**src/rtl/ram_sweep_ctrl_if.sv**
```systemverilog
// RAM-side port bundle for ram_sweep_ctrl: read/write addresses, write data and registered read data.
interface ram_sweep_ctrl_if #(
    parameter int unsigned WID_MEM = 18,
    parameter int unsigned ADDR_W  = 12
);
    logic [ADDR_W-1:0]  raddr;
    logic [ADDR_W-1:0]  waddr;
    logic [WID_MEM-1:0] din;
    logic [WID_MEM-1:0] dout;

    modport master (output raddr, output waddr, output din, input dout);
    modport slave  (input raddr, input waddr, input din, output dout);
endinterface

```
**src/rtl/ram_sweep_ctrl.sv**
```systemverilog
// Sweep sequencer for a simple-dual-port RAM: preserving write-back when quiet,
// rotate-XOR checksum sweep on command, optional deterministic fill afterwards.
module ram_sweep_ctrl #(
    parameter int unsigned WID_MEM   = 18,
    parameter int unsigned DEPTH_MEM = 4096,
    parameter int unsigned ADDR_W    = 12
) (
    input  logic               clk,
    input  logic               reset,
    input  logic               start,
    input  logic               fill,
    input  logic [WID_MEM-1:0] seed,
    ram_sweep_ctrl_if.master   ram,
    output logic               busy,
    output logic               done,
    output logic [WID_MEM-1:0] checksum,
    output logic               chk_valid
);

    typedef enum logic [2:0] {StIdle, StCheck, StCheckDrain, StFill, StSettle} state_e;

    localparam logic [ADDR_W-1:0] LastAddr = ADDR_W'(DEPTH_MEM - 1);

    state_e             state_q;
    logic [ADDR_W-1:0]  raddr_q;
    logic [ADDR_W-1:0]  raddr_d;  // raddr delayed one edge; write-back target
    logic               fill_q;
    logic [WID_MEM-1:0] seed_q;

    function automatic logic [WID_MEM-1:0] rotl1(input logic [WID_MEM-1:0] v);
        return {v[WID_MEM-2:0], v[WID_MEM-1]};
    endfunction

    always_ff @(posedge clk or negedge reset) begin
        if (!reset) begin
            state_q   <= StIdle;
            raddr_q   <= '0;
            raddr_d   <= '0;
            fill_q    <= 1'b0;
            seed_q    <= '0;
            busy      <= 1'b0;
            done      <= 1'b0;
            checksum  <= '0;
            chk_valid <= 1'b0;
        end else begin
            done    <= 1'b0;
            raddr_d <= raddr_q;
            unique case (state_q)
                StIdle: begin
                    raddr_q <= '0;
                    if (start) begin
                        fill_q    <= fill;
                        seed_q    <= seed;
                        checksum  <= '0;
                        chk_valid <= 1'b0;
                        busy      <= 1'b1;
                        state_q   <= StCheck;
                    end
                end
                StCheck: begin
                    // dout carries ram[raddr_q-1] here; nothing valid yet while raddr_q is 0
                    if (raddr_q != '0) begin
                        checksum <= rotl1(checksum) ^ ram.dout;
                    end
                    if (raddr_q == LastAddr) begin
                        raddr_q <= '0;
                        state_q <= StCheckDrain;
                    end else begin
                        raddr_q <= raddr_q + 1'b1;
                    end
                end
                StCheckDrain: begin
                    checksum  <= rotl1(checksum) ^ ram.dout;
                    chk_valid <= 1'b1;
                    raddr_q   <= '0;
                    if (fill_q) begin
                        state_q <= StFill;
                    end else begin
                        done    <= 1'b1;
                        busy    <= 1'b0;
                        state_q <= StIdle;
                    end
                end
                StFill: begin
                    // raddr_q doubles as the fill counter
                    if (raddr_q == LastAddr) begin
                        raddr_q <= '0;
                        state_q <= StSettle;
                    end else begin
                        raddr_q <= raddr_q + 1'b1;
                    end
                end
                StSettle: begin
                    raddr_d <= '0;
                    done    <= 1'b1;
                    busy    <= 1'b0;
                    state_q <= StIdle;
                end
                default: state_q <= StIdle;
            endcase
        end
    end

    assign ram.raddr = raddr_q;

    always_comb begin
        ram.waddr = raddr_d;
        ram.din   = ram.dout;
        unique case (state_q)
            StFill: begin
                ram.waddr = raddr_q;
                ram.din   = seed_q + WID_MEM'(raddr_q);
            end
            StSettle: begin
                ram.waddr = LastAddr;
                ram.din   = seed_q + WID_MEM'(LastAddr);
            end
            default: ;
        endcase
    end

endmodule

```
**src/flat_wrapper.sv**
```systemverilog
// flat-port wrapper written by rule: the top's interface ports become plain ports
module ram_sweep_ctrl_flat 
#(
    parameter int unsigned WID_MEM   = 18,
    parameter int unsigned DEPTH_MEM = 4096,
    parameter int unsigned ADDR_W    = 12
)
  (clk, reset, start, fill, seed, busy, done, checksum, chk_valid, ram_raddr, ram_waddr, ram_din, ram_dout);
  ram_sweep_ctrl_if #(.WID_MEM(WID_MEM), .ADDR_W(ADDR_W)) ram_i ();
  input  logic clk;
  input  logic reset;
  input  logic start;
  input  logic fill;
  input  logic [WID_MEM-1:0] seed;
  output logic busy;
  output logic done;
  output logic [WID_MEM-1:0] checksum;
  output logic chk_valid;
  output wire logic [$bits(ram_i.raddr)-1:0] ram_raddr;
  output wire logic [$bits(ram_i.waddr)-1:0] ram_waddr;
  output wire logic [$bits(ram_i.din)-1:0] ram_din;
  input wire logic [$bits(ram_i.dout)-1:0] ram_dout;
  assign ram_raddr = ram_i.raddr;
  assign ram_waddr = ram_i.waddr;
  assign ram_din = ram_i.din;
  assign ram_i.dout = ram_dout;
  ram_sweep_ctrl #(.WID_MEM(WID_MEM), .DEPTH_MEM(DEPTH_MEM), .ADDR_W(ADDR_W)) u_core (.clk(clk), .reset(reset), .start(start), .fill(fill), .seed(seed), .ram(ram_i), .busy(busy), .done(done), .checksum(checksum), .chk_valid(chk_valid));
endmodule
```
**config.mk**
```make
export PLATFORM = sky130hd
export DESIGN_NAME = ram_sweep_ctrl_flat
export DESIGN_NICKNAME = d
export VERILOG_FILES = /design/src/rtl/ram_sweep_ctrl_if.sv /design/src/rtl/ram_sweep_ctrl.sv /design/src/flat_wrapper.sv
export SDC_FILE = /design/constraint.sdc
export NUM_CORES = 1
export LEC_CHECK = 0
export CAP_MARGIN = 20
export CORE_MARGIN = 1
export CORE_UTILIZATION = 35
export CTS_CLUSTER_DIAMETER = 200
export DETAILED_ROUTE_END_ITERATION = 16
export PLACE_DENSITY = 0.62
export SLEW_MARGIN = 0
export SYNTH_ARGS = -nofsm -noshare
export SYNTH_HDL_FRONTEND = slang
export SYNTH_SLANG_ARGS = --single-unit
```
**constraint.sdc**
```tcl
create_clock -name clk -period 3.9 [get_ports clk]
set_input_delay 0.78 -clock clk [delete_from_list [all_inputs] [get_ports clk]]
set_output_delay 0.78 -clock clk [all_outputs]
set_load 0.02 [all_outputs]
```
clocks.png
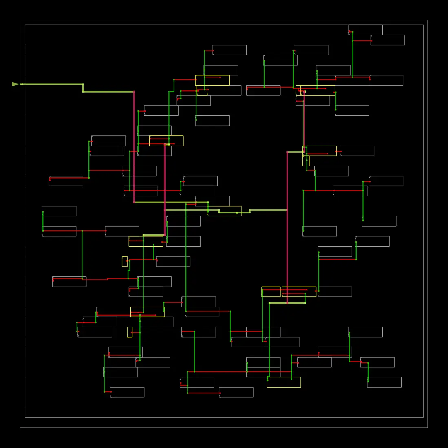
flop count: 67
clock network power: 732 uW
CTS sink cnt: 67

==> results_dict.tcl <==
# flow metrics
set metrics [dict create \
    drc_errors 0 \
    cts_made_buffers 9 \
    overflow 0 \
    core_mm2 0.0114 \
    seq_area_mm2 0.00168 \
    synth_cells 424 \
    drt_iter0_drc 175 \
    synth_area_leader_cell "dfrtp_1" \
    start_kind "flip-flop" \
    groute.layer.met3.usage_pct 3.94 \
    yosys-stat-cells 424 \
    ff_type "dfrtp_1" \
    clk_pin_slew_ns 0.06 \
    wl_met3_um 698 \
    nonClkBufAreaFrac_pct 21.7 \
    dp_hpwl_um 8060 \
    synth_dominant_cell_count "dfrtp_1" \
    timing.rr.start "u_core.ram.raddr[0]" \
    logic_area_mm2 0.00225 \
    criticalPathCategory "flip-flop to output port" \
    placed_cell_area_mm2 0.00535 \
    finalNetCount 598 \
    m1WireLength_um 5130 \
    mux_area_share_pct 5.23 \
    tap_cells 143 \
    die_w_um 110 \
    nNonClkBuffers 134 \
    worst_setup_path_end_kind "output port" \
    final_area_mm2 0.00561 \
    grtUsageTotal_pct 18.9 \
    syn_area_per_cell_um2 9.66 \
    port_buffers 102 \
    die_area_mm2 0.0121 \
    cp.arrival_ns 3.08 \
    reg2reg_depth 7 \
    ys_seq_share_pct 41.0 \
    finalSetupTns_ns 0 \
    diodes 0 \
    hp-class "primary input to async pin" \
    crit_path_end "ram_din[15]" \
    areaGrowthSynthToFinish_pct 37.0 \
    dp_slack_ns 0.00899 \
    setup.worst_path.start "u_core.state_q[2]" \
    use_met2_pct 30.0 \
    wl_met2_um 4940 \
    max-slew-margin-rel_pct 37.1 \
    final_cells 690 \
    r2r_end "u_core.checksum[2]" \
    largestRegisters "u_core.checksum x18, u_core.seed_q x18" \
    busiest_layer "met2" \
    crit_chain "and3_2 -> buf_12 -> or2_2 -> ha_4 -> a211oi_2 -> o21bai_2 -> a211oi_4 -> buf_4 -> o21ai_1 -> xnor2_1 -> o21ai_1 -> clkdlybuf4s15_1" \
    yosys.area_share.adder_pct 4.77 \
    lay_top_cells "clkdlybuf4s50_1 (87), dfrtp_1 (67), nand2_1 (56)" \
    top_layer "met4" \
    ys_chip_area_mm2 0.00409 \
    logic_gate_count 324 \
    clockBufferDepth 2 \
    aoi_share_pct 19.5 \
    critical_path.slowest_cell "dfrtp_1" \
    fp_util_pct 35.9 \
    area_leaders "dfrtp_1 (41%), nand2_1 (5.1%), xnor2_1 (5.1%), mux2_2 (5.0%), ha_1 (4.3%)" \
    largestClassByArea "logic gates" \
    drive_gt1_share_pct 19.2 \
    max_cap_viol_count 0 \
    wl_um 11000 \
    regToRegSetupSlack_ns 1.51 \
    yosys_warnings 0 \
    place_inst 673 \
    synth_cell_type_count 53 \
    crit_fanout 18 \
    edf_count 0 \
    sh_seq_area_pct 29.9 \
    status "complete, no violations" \
    top_logic_kind "AND-OR/OR-AND gates" \
    setup_ws_ns 0.0375 \
    slowest_delay_ns 0.37 \
    fmax_ghz 0.259 \
]
wires.png
The bar under the picture is 20 um long.
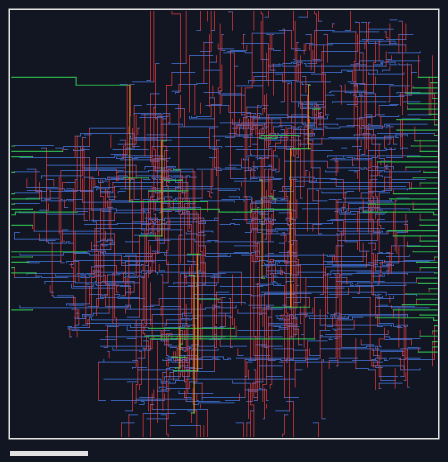
colour	layer	wire length
orange	metal 4	212 um
red	metal 2	4940 um
green	metal 3	699 um
blue	metal 1	5130 um
drt wl/cell: 15.9 um
total number of vias: 3489

==> worst min path at each step <==
stage                           from             endpoint  slack [ns]  cells after the start
detailed placement  u_core.chk_valid     u_core.chk_valid        0.50                      1
global placement    u_core.chk_valid     u_core.chk_valid        0.50                      1
floorplan                      reset          u_core.busy        0.48                      0
finish                         reset   u_core.checksum[1]        0.43                      1
CTS                            reset   u_core.checksum[4]        0.43                      1
global route                   reset  u_core.checksum[17]        0.45                      1
==> timing repair <==
action	in CTS	in global routing
resized	29	23
endpoints found under the hold margin	0	0
setup buffers	1	1
setup endpoints to repair	13	12
pin swaps	4	4
==> report_power, final <==
| part | total, uW | switching (uW) | internal, uW |
|---|---|---|---|
| Sequential | 1130 | 192 | 936 |
| Combinational | 2770 | 1560 | 1220 |
| Clock | 732 | 289 | 443 |
No activity file was given, so power comes from the tool's default toggle rates.
